Figure 1. Signal wires on met3.
Bar = 100 µm.
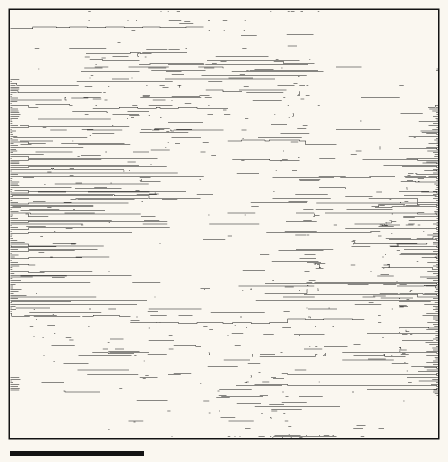
Figure 2. Placement density heat map.
32 x 32 tiles, from white (low) to dark blue (high), 0 to 100% covered.
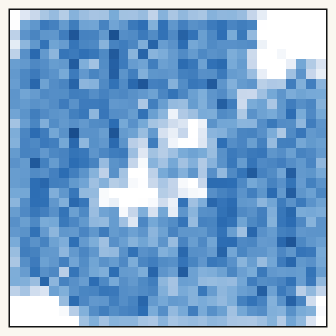
Figure 3. Placement view.
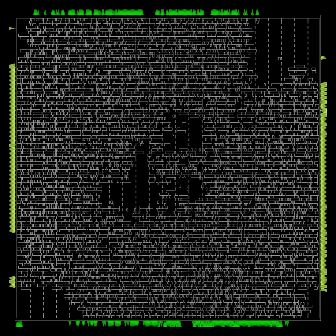
Figure 4. Placement by cell class.
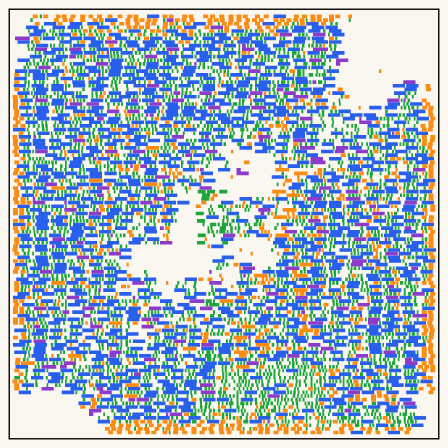
Figure 5. Register map, names as in the netlist.
Bar = 100 µm. Other sequential cells in the stronger grey, the rest of the logic in the fainter grey.
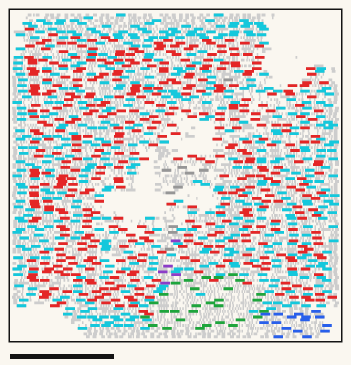
## src/rtl/tex_pkg.sv

```systemverilog
// Shared types and sizing for the texture cache refill engine.
package tex_pkg;
  typedef enum logic [1:0] {IDLE, FETCH, RESP} refill_state_e;

  localparam int TEX_LINE_BYTES = 64;
  localparam int TEX_BEAT_BYTES = 4;
  localparam int TEX_LINE_BITS  = TEX_LINE_BYTES * 8;

  // Counter width that stays legal when the count range collapses to 1.
  function automatic int cnt_width(input int n);
    return (n > 1) ? $clog2(n) : 1;
  endfunction
endpackage

```

## src/rtl/tex_line_assembler.sv

```systemverilog
// Collects in-order memory beats into one cache line; publishes the line when its last beat lands.
module tex_line_assembler
  import tex_pkg::*;
#(
  parameter int BEATS     = 16,
  parameter int BEAT_BITS = 32,
  parameter int RCV_W     = 4
)(
  input  logic                       clk,
  input  logic                       rst,
  input  logic                       i_clear,
  input  logic                       i_strobe,
  input  logic [BEAT_BITS-1:0]       i_data,
  output logic                       o_last,
  output logic [BEATS*BEAT_BITS-1:0] o_line
);
  logic [RCV_W-1:0]                  r_cnt;
  logic [BEATS-1:0][BEAT_BITS-1:0]   r_line;
  logic [BEATS-1:0][BEAT_BITS-1:0]   r_out;
  logic [BEATS-1:0][BEAT_BITS-1:0]   w_next;

  assign o_last = i_strobe && (r_cnt == RCV_W'(BEATS - 1));
  assign o_line = r_out;

  for (genvar k = 0; k < BEATS; k++) begin : g_beat
    assign w_next[k] = (i_strobe && r_cnt == RCV_W'(k)) ? i_data : r_line[k];
  end

  // r_out is only refreshed on completion so the previous line stays visible during the next fetch.
  always_ff @(posedge clk or posedge rst) begin
    if (rst) begin
      r_cnt  <= '0;
      r_line <= '0;
      r_out  <= '0;
    end else begin
      r_line <= w_next;
      if (i_clear)       r_cnt <= '0;
      else if (i_strobe) r_cnt <= r_cnt + RCV_W'(1);
      if (o_last)        r_out <= w_next;
    end
  end
endmodule

```

## src/rtl/tex_refill_engine.sv

```systemverilog
// Texture cache miss-refill responder: splits one line request into in-order beat reads and returns the line.
module tex_refill_engine
  import tex_pkg::*;
#(
  parameter int LINE_BYTES      = TEX_LINE_BYTES,
  parameter int BEAT_BYTES      = TEX_BEAT_BYTES,
  parameter int MAX_OUTSTANDING = 4
)(
  input  logic                    clk,
  input  logic                    rst,
  input  logic                    miss_req_valid,
  input  logic [31:0]             miss_req_addr,
  output logic                    miss_req_ready,
  output logic                    miss_resp_valid,
  output logic [LINE_BYTES*8-1:0] miss_resp_data,
  output logic                    miss_resp_err,
  output logic                    mem_req_valid,
  output logic [31:0]             mem_req_addr,
  input  logic                    mem_req_ready,
  input  logic                    mem_resp_valid,
  input  logic [BEAT_BYTES*8-1:0] mem_resp_data,
  input  logic                    mem_resp_err,
  output logic [15:0]             refill_count
);
  localparam int BEATS       = LINE_BYTES / BEAT_BYTES;
  localparam int OFFSET_BITS = $clog2(LINE_BYTES);
  localparam int BEAT_BITS   = BEAT_BYTES * 8;
  localparam int RCV_W       = cnt_width(BEATS);
  localparam int ISS_W       = cnt_width(BEATS + 1);
  localparam int OUT_W       = cnt_width(MAX_OUTSTANDING + 1);

  refill_state_e     r_state, w_next_state;
  logic [31:0]       r_addr;
  logic [ISS_W-1:0]  r_issue;
  logic [OUT_W-1:0]  r_outst;
  logic              r_err;
  logic [15:0]       r_refill_cnt;
  logic              w_accept, w_issue, w_ret, w_last;

  assign w_issue        = mem_req_valid && mem_req_ready;
  // Returns outside FETCH are leftovers from an aborted refill and are dropped.
  assign w_ret          = (r_state == FETCH) && mem_resp_valid;
  assign miss_resp_err  = miss_resp_valid && r_err;
  assign mem_req_addr   = r_addr;
  assign refill_count   = r_refill_cnt;

  always_comb begin
    w_next_state    = r_state;
    w_accept        = 1'b0;
    miss_req_ready  = 1'b0;
    miss_resp_valid = 1'b0;
    mem_req_valid   = 1'b0;
    case (r_state)
      IDLE: begin
        miss_req_ready = 1'b1;
        if (miss_req_valid) begin
          w_accept     = 1'b1;
          w_next_state = FETCH;
        end
      end
      FETCH: begin
        // Both limits only move on a handshake, so a raised request is never withdrawn.
        mem_req_valid = (r_issue < ISS_W'(BEATS)) && (r_outst < OUT_W'(MAX_OUTSTANDING));
        if (w_last) w_next_state = RESP;
      end
      RESP: begin
        miss_resp_valid = 1'b1;
        w_next_state    = IDLE;
      end
      default: w_next_state = IDLE;
    endcase
  end

  always_ff @(posedge clk or posedge rst) begin
    if (rst) begin
      r_state      <= IDLE;
      r_addr       <= '0;
      r_issue      <= '0;
      r_outst      <= '0;
      r_err        <= 1'b0;
      r_refill_cnt <= '0;
    end else begin
      r_state <= w_next_state;
      if (w_accept) begin
        r_addr  <= {miss_req_addr[31:OFFSET_BITS], {OFFSET_BITS{1'b0}}};
        r_issue <= '0;
        r_outst <= '0;
        r_err   <= 1'b0;
      end else begin
        if (w_issue) begin
          r_issue <= r_issue + ISS_W'(1);
          r_addr  <= r_addr + 32'(BEAT_BYTES);
        end
        if (w_issue && !w_ret)      r_outst <= r_outst + OUT_W'(1);
        else if (!w_issue && w_ret) r_outst <= r_outst - OUT_W'(1);
        if (w_ret && mem_resp_err)  r_err   <= 1'b1;
      end
      if (miss_resp_valid) r_refill_cnt <= r_refill_cnt + 16'd1;
    end
  end

  tex_line_assembler #(
    .BEATS     (BEATS),
    .BEAT_BITS (BEAT_BITS),
    .RCV_W     (RCV_W)
  ) u_asm (
    .clk      (clk),
    .rst      (rst),
    .i_clear  (w_accept),
    .i_strobe (w_ret),
    .i_data   (mem_resp_data),
    .o_last   (w_last),
    .o_line   (miss_resp_data)
  );
endmodule

```

## config.mk

```make
export PLATFORM = sky130hd
export DESIGN_NAME = tex_refill_engine
export DESIGN_NICKNAME = d
export VERILOG_FILES = /design/src/rtl/tex_pkg.sv /design/src/rtl/tex_line_assembler.sv /design/src/rtl/tex_refill_engine.sv
export SDC_FILE = /design/constraint.sdc
export NUM_CORES = 2
export LEC_CHECK = 0
export ABC_AREA = 1
export CAP_MARGIN = 25
export CELL_PAD_IN_SITES_DETAIL_PLACEMENT = 1
export CELL_PAD_IN_SITES_GLOBAL_PLACEMENT = 1
export CORE_MARGIN = 1.5
export CORE_UTILIZATION = 41
export DETAILED_ROUTE_END_ITERATION = 8
export GPL_TIMING_DRIVEN = 0
export HOLD_SLACK_MARGIN = 0.12
export PLACE_DENSITY = 0.81
export SLEW_MARGIN = 40
export SYNTH_ARGS = -nofsm -noshare
export SYNTH_HDL_FRONTEND = slang
export SYNTH_SLANG_ARGS = --single-unit
```

## constraint.sdc

```tcl
create_clock -name clk -period 44 [get_ports clk]
set_input_delay 8.8 -clock clk [delete_from_list [all_inputs] [get_ports clk]]
set_output_delay 8.8 -clock clk [all_outputs]
set_load 0.02 [all_outputs]
```

==> qor.tcl <==
set qor(final_layout_size_suffix_gt1_share_pct) 8.22
set qor(wl_per_cell_um) 25.9
set qor(finalSetupViolCount) 0
set qor(cp_slowest_cell) {clkdlybuf4s50_1}
set qor(synth_async_sr_flop_share_pct) 100
set qor(cts-root-buf) {clkbuf_16}
set qor(worst_slew_pin_slew_ns) 0.829
set qor(post_synthesis_cell_type_count) 36
set qor(maxClockFrequency_ghz) 0.0871
set qor(routability_driven_placement_congestion_ratio) 0.880
set qor(yosys_cells) 4377
set qor(grt_use_total_pct) 33.0
set qor(timing.critical_path.required_ns) 35.20
set qor(synth_chip_area_mm2) 0.0409
set qor(placement_rows) 115
set qor(worst-setup-path-type) {register to output pin}
set qor(number_of_register_bits_inferred_by_synthesis) 1053
set qor(ios) 634
set qor(route.antenna.remaining_nets) 0
set qor(log.warning_count) 37
set qor(rr_endpoint) {r_outst[2]}
set qor(area_of_the_core_mm2) 0.0987
set qor(die_y_um) 319
set qor(hold_ws_ns) 0.502
set qor(dpl_worst_slack_ns) 32.05
set qor(number_of_logic_stages_on_the_critical_path_including_buffering) 3
set qor(reg2reg_from) {r_state[1]}
set qor(result_of_the_run) {complete, no violations}
set qor(clock_latency_ns) 0.72
set qor(path_cells) {nand2_1, nor2_1, clkdlybuf4s50_1}
Back to the opening pictures, Figure 1:
nets with wire on the layer	585
wire length on this layer	12,700 µm
main direction	horizontal
share of all routed wire	7.5%
longest straight run	144 µm
wirelength, routed: 169 mm
met3 GRT Util: 8.32%
vias after detailed routing: 35,800

Back to the opening pictures, Figure 2:
tiles over 75% full	6.0%
mean over tiles	51%
nearly empty tiles	7.2%
fullest tile	88%

Back to the opening pictures, Figure 3:
utilization after layout: 54.4%
tap cell count: 1,287
fraction of area in registers: 49.1%

Back to the opening pictures, Figure 4:
colour	class	cells
purple	clock drivers and dummy loads	208
blue	sequential cells	1,053
green	combinational and other logic	3,010
orange	remaining buffers and delay cells	972

Back to the opening pictures, Figure 5:
colour	signal	placed flops	where
blue	refill_count	16	lower right
red	u_asm.r_line	480	spread over the die
cyan	u_asm.o_line	512	spread over the die
green	mem_req_addr	30	bottom centre
purple	r_issue	5	bottom centre
not coloured	10
Reg area: 0.0264 mm²
power drawn by the sequential cells: 1550 µW

[placed cells by master, fill, tap and decap left out, types with 3 or more instances in the layout]
cell,count
clkbuf_8,25
a21oi_2,28
nor3_1,4
clkbuf_16,110
clkdlybuf4s50_1,625
buf_16,29
clkinvlp_4,10
buf_2,114
clkbuf_4,4
ha_1,8
buf_6,3
nand2_1,1296
or2_2,3
clkbuf_1,166
dfrtp_1,1053
inv_2,3
inv_16,3
buf_1,7
nand2_2,3
buf_8,3
nand3_1,47
nand4_1,4
o21ai_0,633
clkinv_2,21
nor3_4,9
a21oi_1,305
buf_4,6
a31oi_1,64
inv_1,88
xnor2_1,13
xor2_1,7
bufinv_16,15
clkbuf_2,32
nor2_1,477
[cells by family after synthesis]
family	count (synthesis)	share of synthesized area, %
and+or+nand+nor	1847	17.5
DFF	1053	64.4
other	1	0.00916
muxes	2	0.0489
xor gates and xnor gates	20	0.428
adders and majority gates	9	0.293
buffers and inverters	408	4.20
AOI/OAI and AO/OA	1037	13.2
[layout make-up]
type	instances	share of cell area [%]
Clock inverter	56	1.49
Antenna cell	2	0.00932
Timing Repair Buffer	657	13.2
Buffer	315	2.65
Multi-Input combinational cell	2917	24.0
Sequential cell	1053	49.1
Clock buffer	152	5.89
Inverter	93	0.664
Tap cell	1287	3.00
[flip-flops by register name (all words and copies together), names as in the netlist]
name          flops
refill_count     16
u_asm.o_line    512
r_state           2
u_asm.r_cnt       4
r_err             1
r_issue           5
u_asm.r_line    480
r_outst           3
mem_req_addr     30
[stage by stage]
| step | utilization (%) | setup TNS (ns) |
|---|---|---|
| 2_1_floorplan | - | 0 |
| 3_3_place_gp | 49.4 | -7181.22 |
| 3_5_place_dp | 50.4 | 0 |
| 4_1_cts | 54.4 | 0 |
| 5_1_grt | 54.4 | 0 |
| 6_report | 54.4 | 0 |
[where the power goes]
group / internal (µW) / switching (µW) / leakage [µW]
clock: 595 / 423 / 0.00193
combinational: 527 / 887 / 0.0106
sequential: 1350 / 203 / 0.0136
total: 2470 / 1510 / 0.0262
[per-layer routing]
| layer | GRT usage, % | wire, µm |
|---|---|---|
| met1 | 40.4 | 66500 |
| met2 | 54.9 | 81300 |
| met3 | 8.32 | 12700 |
| met4 | 15.0 | 8430 |
| met5 | 0 | 8 |
[how the worst min path moves through the flow]
stage,start,to,slack [ns],depth (start not counted)
after global placement,u_asm.r_line[24],u_asm.r_line[24],0.48,2
after CTS,u_asm.r_line[60],u_asm.r_line[60],0.50,2
after global routing,refill_count[10],refill_count[10],0.52,1
after floorplan,r_issue[2],r_issue[2],0.46,1
after detailed placement,u_asm.r_line[60],u_asm.r_line[60],0.49,2
final,refill_count[10],refill_count[10],0.50,1
[worst reg2reg max path, stage by stage, from the launching register on]
cell and delay, ns:
dfrtp_1 0.48, inv_1 0.11, nand2_1 0.18, nor3_1 0.14
nand2_1 0.10, clkbuf_1 0.51, clkinv_1 0.61, ha_1 0.43
fa_1 0.39, a21oi_1 0.16, o21ai_0 0.14, xor2_1 0.18
nor2_1 0.06
Power and IR drop assume default switching activity.
